===== src/rtl/prbs_stream_gen_if.sv =====
// AXI4-Stream style master channel carried by prbs_stream_gen: data, valid, last
// out of the generator and ready back from the consumer.
interface prbs_stream_gen_if;
  logic [31:0] tdata;
  logic        tvalid;
  logic        tready;
  logic        tlast;

  modport master (
    output tdata,
    output tvalid,
    output tlast,
    input  tready
  );

  modport slave (
    input  tdata,
    input  tvalid,
    input  tlast,
    output tready
  );
endinterface


===== src/rtl/prbs_stream_gen.sv =====
// PRBS word stream generator (right-shift Galois LFSR) with counted/continuous
// streams and early stop. Optional bit-0 error injection: PRBS_STREAM_GEN_ERR_INJECT_EN.
module prbs_stream_gen #(
  parameter logic [31:0] SEED = 32'h0000_0001,
  parameter logic [31:0] POLY = 32'hA300_0000
) (
  input  logic                clk,
  input  logic                aresetn,
  input  logic                start,
  input  logic                stop,
  input  logic [31:0]         num_words,
  prbs_stream_gen_if.master   m_axis,
  output logic                busy,
  output logic [31:0]         sent_count
`ifdef PRBS_STREAM_GEN_ERR_INJECT_EN
  ,
  input  logic                inject_err,
  output logic [31:0]         inj_count
`endif
);

  typedef enum logic [1:0] {
    IDLE,
    RUN,
    STOPPING
  } state_t;

  state_t      state_q, state_d;
  logic [31:0] lfsr_q, lfsr_d;
  logic [31:0] tdata_q, tdata_d;
  logic        tvalid_q, tvalid_d;
  logic        tlast_q, tlast_d;
  logic        busy_q, busy_d;
  logic [31:0] sent_count_q, sent_count_d;
  logic [31:0] num_words_q, num_words_d;

`ifdef PRBS_STREAM_GEN_ERR_INJECT_EN
  logic        pending_q, pending_d;
  logic        word_inj_q, word_inj_d;
  logic [31:0] inj_count_q, inj_count_d;
`endif

  logic        hs;
  logic        inj_pend;
  logic        load;
  logic [31:0] load_val;
  logic        go_idle;
  logic [31:0] lfsr_next;

  assign hs        = tvalid_q & m_axis.tready;
  assign lfsr_next = {1'b0, lfsr_q[31:1]} ^ (lfsr_q[0] ? POLY : '0);

  always_comb begin
    state_d      = state_q;
    lfsr_d       = lfsr_q;
    tdata_d      = tdata_q;
    tvalid_d     = tvalid_q;
    tlast_d      = tlast_q;
    busy_d       = busy_q;
    sent_count_d = sent_count_q;
    num_words_d  = num_words_q;
    load         = 1'b0;
    load_val     = lfsr_q;
    go_idle      = 1'b0;

`ifdef PRBS_STREAM_GEN_ERR_INJECT_EN
    inj_pend     = pending_q | inject_err;
`else
    inj_pend     = 1'b0;
`endif

    unique case (state_q)
      IDLE: begin
        // start wins over a simultaneous stop; stop alone does nothing here
        if (start) begin
          state_d      = RUN;
          lfsr_d       = SEED;
          sent_count_d = '0;
          num_words_d  = num_words;
          tvalid_d     = 1'b1;
          busy_d       = 1'b1;
          tlast_d      = (num_words == 32'd1);
          load         = 1'b1;
          load_val     = SEED;
        end
      end

      RUN: begin
        if (hs) begin
          sent_count_d = sent_count_q + 32'd1;
          lfsr_d       = lfsr_next;
          if (tlast_q || stop) begin
            go_idle = 1'b1;
          end else begin
            // tlast for the following word: its index will be sent_count_q+1
            tlast_d  = (num_words_q != '0) &&
                       (sent_count_q + 32'd1 == num_words_q - 32'd1);
            load     = 1'b1;
            load_val = lfsr_next;
          end
        end else if (stop) begin
          state_d = STOPPING;
        end
      end

      STOPPING: begin
        if (hs) begin
          sent_count_d = sent_count_q + 32'd1;
          lfsr_d       = lfsr_next;
          go_idle      = 1'b1;
        end
      end

      default: begin
        go_idle = 1'b1;
      end
    endcase

    if (load) begin
      tdata_d = load_val ^ {31'b0, inj_pend};
    end

    if (go_idle) begin
      state_d  = IDLE;
      tvalid_d = 1'b0;
      tlast_d  = 1'b0;
      busy_d   = 1'b0;
    end
  end

`ifdef PRBS_STREAM_GEN_ERR_INJECT_EN
  always_comb begin
    pending_d   = inj_pend;
    word_inj_d  = word_inj_q;
    inj_count_d = inj_count_q;
    if (hs && word_inj_q) begin
      inj_count_d = inj_count_q + 32'd1;
    end
    if (load) begin
      word_inj_d = inj_pend;
      pending_d  = 1'b0;
    end else if (hs) begin
      word_inj_d = 1'b0;
    end
    if (go_idle) begin
      pending_d  = 1'b0;
      word_inj_d = 1'b0;
    end
  end

  always_ff @(posedge clk or negedge aresetn) begin
    if (!aresetn) begin
      pending_q   <= 1'b0;
      word_inj_q  <= 1'b0;
      inj_count_q <= '0;
    end else begin
      pending_q   <= pending_d;
      word_inj_q  <= word_inj_d;
      inj_count_q <= inj_count_d;
    end
  end

  assign inj_count = inj_count_q;
`endif

  always_ff @(posedge clk or negedge aresetn) begin
    if (!aresetn) begin
      state_q      <= IDLE;
      lfsr_q       <= SEED;
      tdata_q      <= '0;
      tvalid_q     <= 1'b0;
      tlast_q      <= 1'b0;
      busy_q       <= 1'b0;
      sent_count_q <= '0;
      num_words_q  <= '0;
    end else begin
      state_q      <= state_d;
      lfsr_q       <= lfsr_d;
      tdata_q      <= tdata_d;
      tvalid_q     <= tvalid_d;
      tlast_q      <= tlast_d;
      busy_q       <= busy_d;
      sent_count_q <= sent_count_d;
      num_words_q  <= num_words_d;
    end
  end

  assign m_axis.tdata  = tdata_q;
  assign m_axis.tvalid = tvalid_q;
  assign m_axis.tlast  = tlast_q;
  assign busy          = busy_q;
  assign sent_count    = sent_count_q;

endmodule


===== src/flat_wrapper.sv =====
// flat-port wrapper written by rule: the top's interface ports become plain ports
module prbs_stream_gen_flat 
#(
  parameter logic [31:0] SEED = 32'h0000_0001,
  parameter logic [31:0] POLY = 32'hA300_0000
)
  (clk, aresetn, start, stop, num_words, busy, sent_count, m_axis_tdata, m_axis_tvalid, m_axis_tlast, m_axis_tready);
  prbs_stream_gen_if m_axis_i ();
  input  logic clk;
  input  logic aresetn;
  input  logic start;
  input  logic stop;
  input  logic [31:0] num_words;
  output logic busy;
  output logic [31:0] sent_count;
  output wire logic [$bits(m_axis_i.tdata)-1:0] m_axis_tdata;
  output wire logic [$bits(m_axis_i.tvalid)-1:0] m_axis_tvalid;
  output wire logic [$bits(m_axis_i.tlast)-1:0] m_axis_tlast;
  input wire logic [$bits(m_axis_i.tready)-1:0] m_axis_tready;
  assign m_axis_tdata = m_axis_i.tdata;
  assign m_axis_tvalid = m_axis_i.tvalid;
  assign m_axis_tlast = m_axis_i.tlast;
  assign m_axis_i.tready = m_axis_tready;
  prbs_stream_gen #(.SEED(SEED), .POLY(POLY)) u_core (.clk(clk), .aresetn(aresetn), .start(start), .stop(stop), .num_words(num_words), .m_axis(m_axis_i), .busy(busy), .sent_count(sent_count));
endmodule

===== config.mk =====
export PLATFORM = sky130hd
export DESIGN_NAME = prbs_stream_gen_flat
export DESIGN_NICKNAME = d
export VERILOG_FILES = /design/src/rtl/prbs_stream_gen_if.sv /design/src/rtl/prbs_stream_gen.sv /design/src/flat_wrapper.sv
export SDC_FILE = /design/constraint.sdc
export NUM_CORES = 1
export LEC_CHECK = 0
export ABC_AREA = 1
export ABC_CLOCK_PERIOD_IN_PS = 5200
export CORE_MARGIN = 2
export CORE_UTILIZATION = 55
export CTS_BUF_LIST = sky130_fd_sc_hd__clkbuf_2
export DETAILED_ROUTE_END_ITERATION = 8
export PLACE_DENSITY = 0.79
export SLEW_MARGIN = 20
export SYNTH_ARGS = -nofsm -noshare
export SYNTH_HDL_FRONTEND = slang
export SYNTH_SLANG_ARGS = --single-unit
export TNS_END_PERCENT = 30

===== constraint.sdc =====
create_clock -name clk -period 5.2 [get_ports clk]
set_input_delay 0.78 -clock clk [delete_from_list [all_inputs] [get_ports clk]]
set_output_delay 0.78 -clock clk [all_outputs]
set_load 0.02 [all_outputs]

metal_density.png
(3 px per µm) 25 x 25 tiles, from dark blue (low) to red (high), scaled to the fullest tile. Values are wire area over tile area, all layers added.
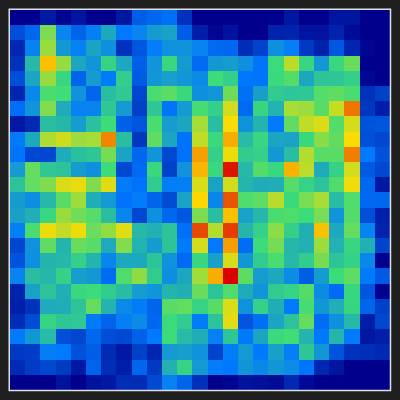
mean over tiles: 0.23
tiles over half the peak: 21%
nearly empty tiles: 6.9%
fullest tile: 0.67

==> impl_metrics.csv <==
group,metric,value,unit
yosys,synthTopLogicFamily,"simple AND/OR/NAND/NOR gates",
final_layout,drive_above_1_share,5.68,%
clocking,ctsResizeCount,0,
yosys,synth-edff-count,0,
yosys,area_leaders,"dfrtp_1 (40%), nand2_1 (17%), o21ai_0 (8.4%), inv_1 (7.3%), nor2_1 (5.0%)",
final_layout,antenna_cells,1,
global_routing,grtUsageTotal,29.0,%
clocking,cts_max_level,4,
global_routing,use_met1,36.6,%
die,fp-utilization,56.7,%
power,p_comb,0.00206,W
final_layout,dominant_cells,"logic gates",
worst_setup_path,slowest_stage,"nand2_1",
yosys,ys_area,8270,µm²
yosys,ys_seq_share,40.0,%
final_layout,final_core_util,66.2,%
run_status,status,"finished clean",
detailed_routing,wl_met3,1.34,mm
clocking,cts_buffers,17,
power,seqPwrFrac,35.5,%
yosys,avgSynthCellArea,6.79,µm²
worst_hold_path,min_path_type,"in2async",
die,nWellTaps,184,
flow_run,warnings,30,
detailed_routing,wl_met1,9.38,mm
detailed_routing,routed_wl,22.4,mm
clocking,clock.latency.late_pin,0.77,ns
final_layout,register_area,3300,µm²
worst_setup_path,worstPathRequired,5.87,ns
worst_setup_path,slowest_delay,0.61,ns
worst_setup_path,endpoint,"u_core.m_axis.tdata[13]",
final_layout,comb_cells,879,
die,io_pins,104,
place,place_ws,1.71,ns
worst_setup_path,path_max_fanout,29,
global_routing,grt-ovfl-total,0,
timing,maxSlewViolCount,0,
final_layout,fill_cells,1350,
worst_setup_path,worstReg2RegEnd,"u_core.m_axis.tdata[13]",
detailed_routing,vias,8239,
io_placement.png
(4 px per µm) Pins as bars across the die edge, other pins in gray.
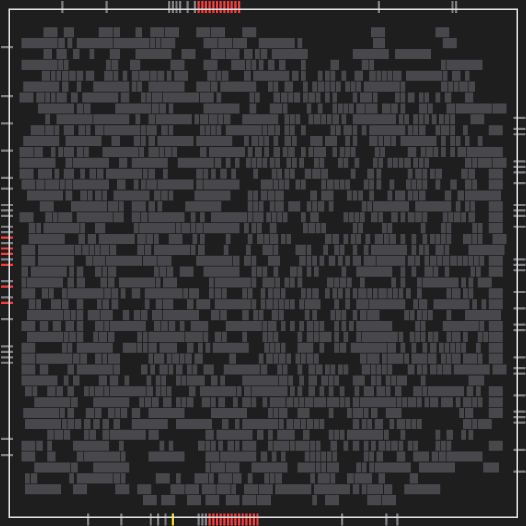
| port | color | pins | direction | edge |
|---|---|---|---|---|
| num_words | red | 32 | input | 14 south, 12 north, 6 west |
| m_axis_tlast | yellow | 1 | output | south |
all pins by edge: 28 west, 27 east, 26 south, 23 north
Die Wd: 127 µm
I/O Buffers: 103
chip height: 127 µm

No activity file was given, so power comes from the tool's default toggle rates.
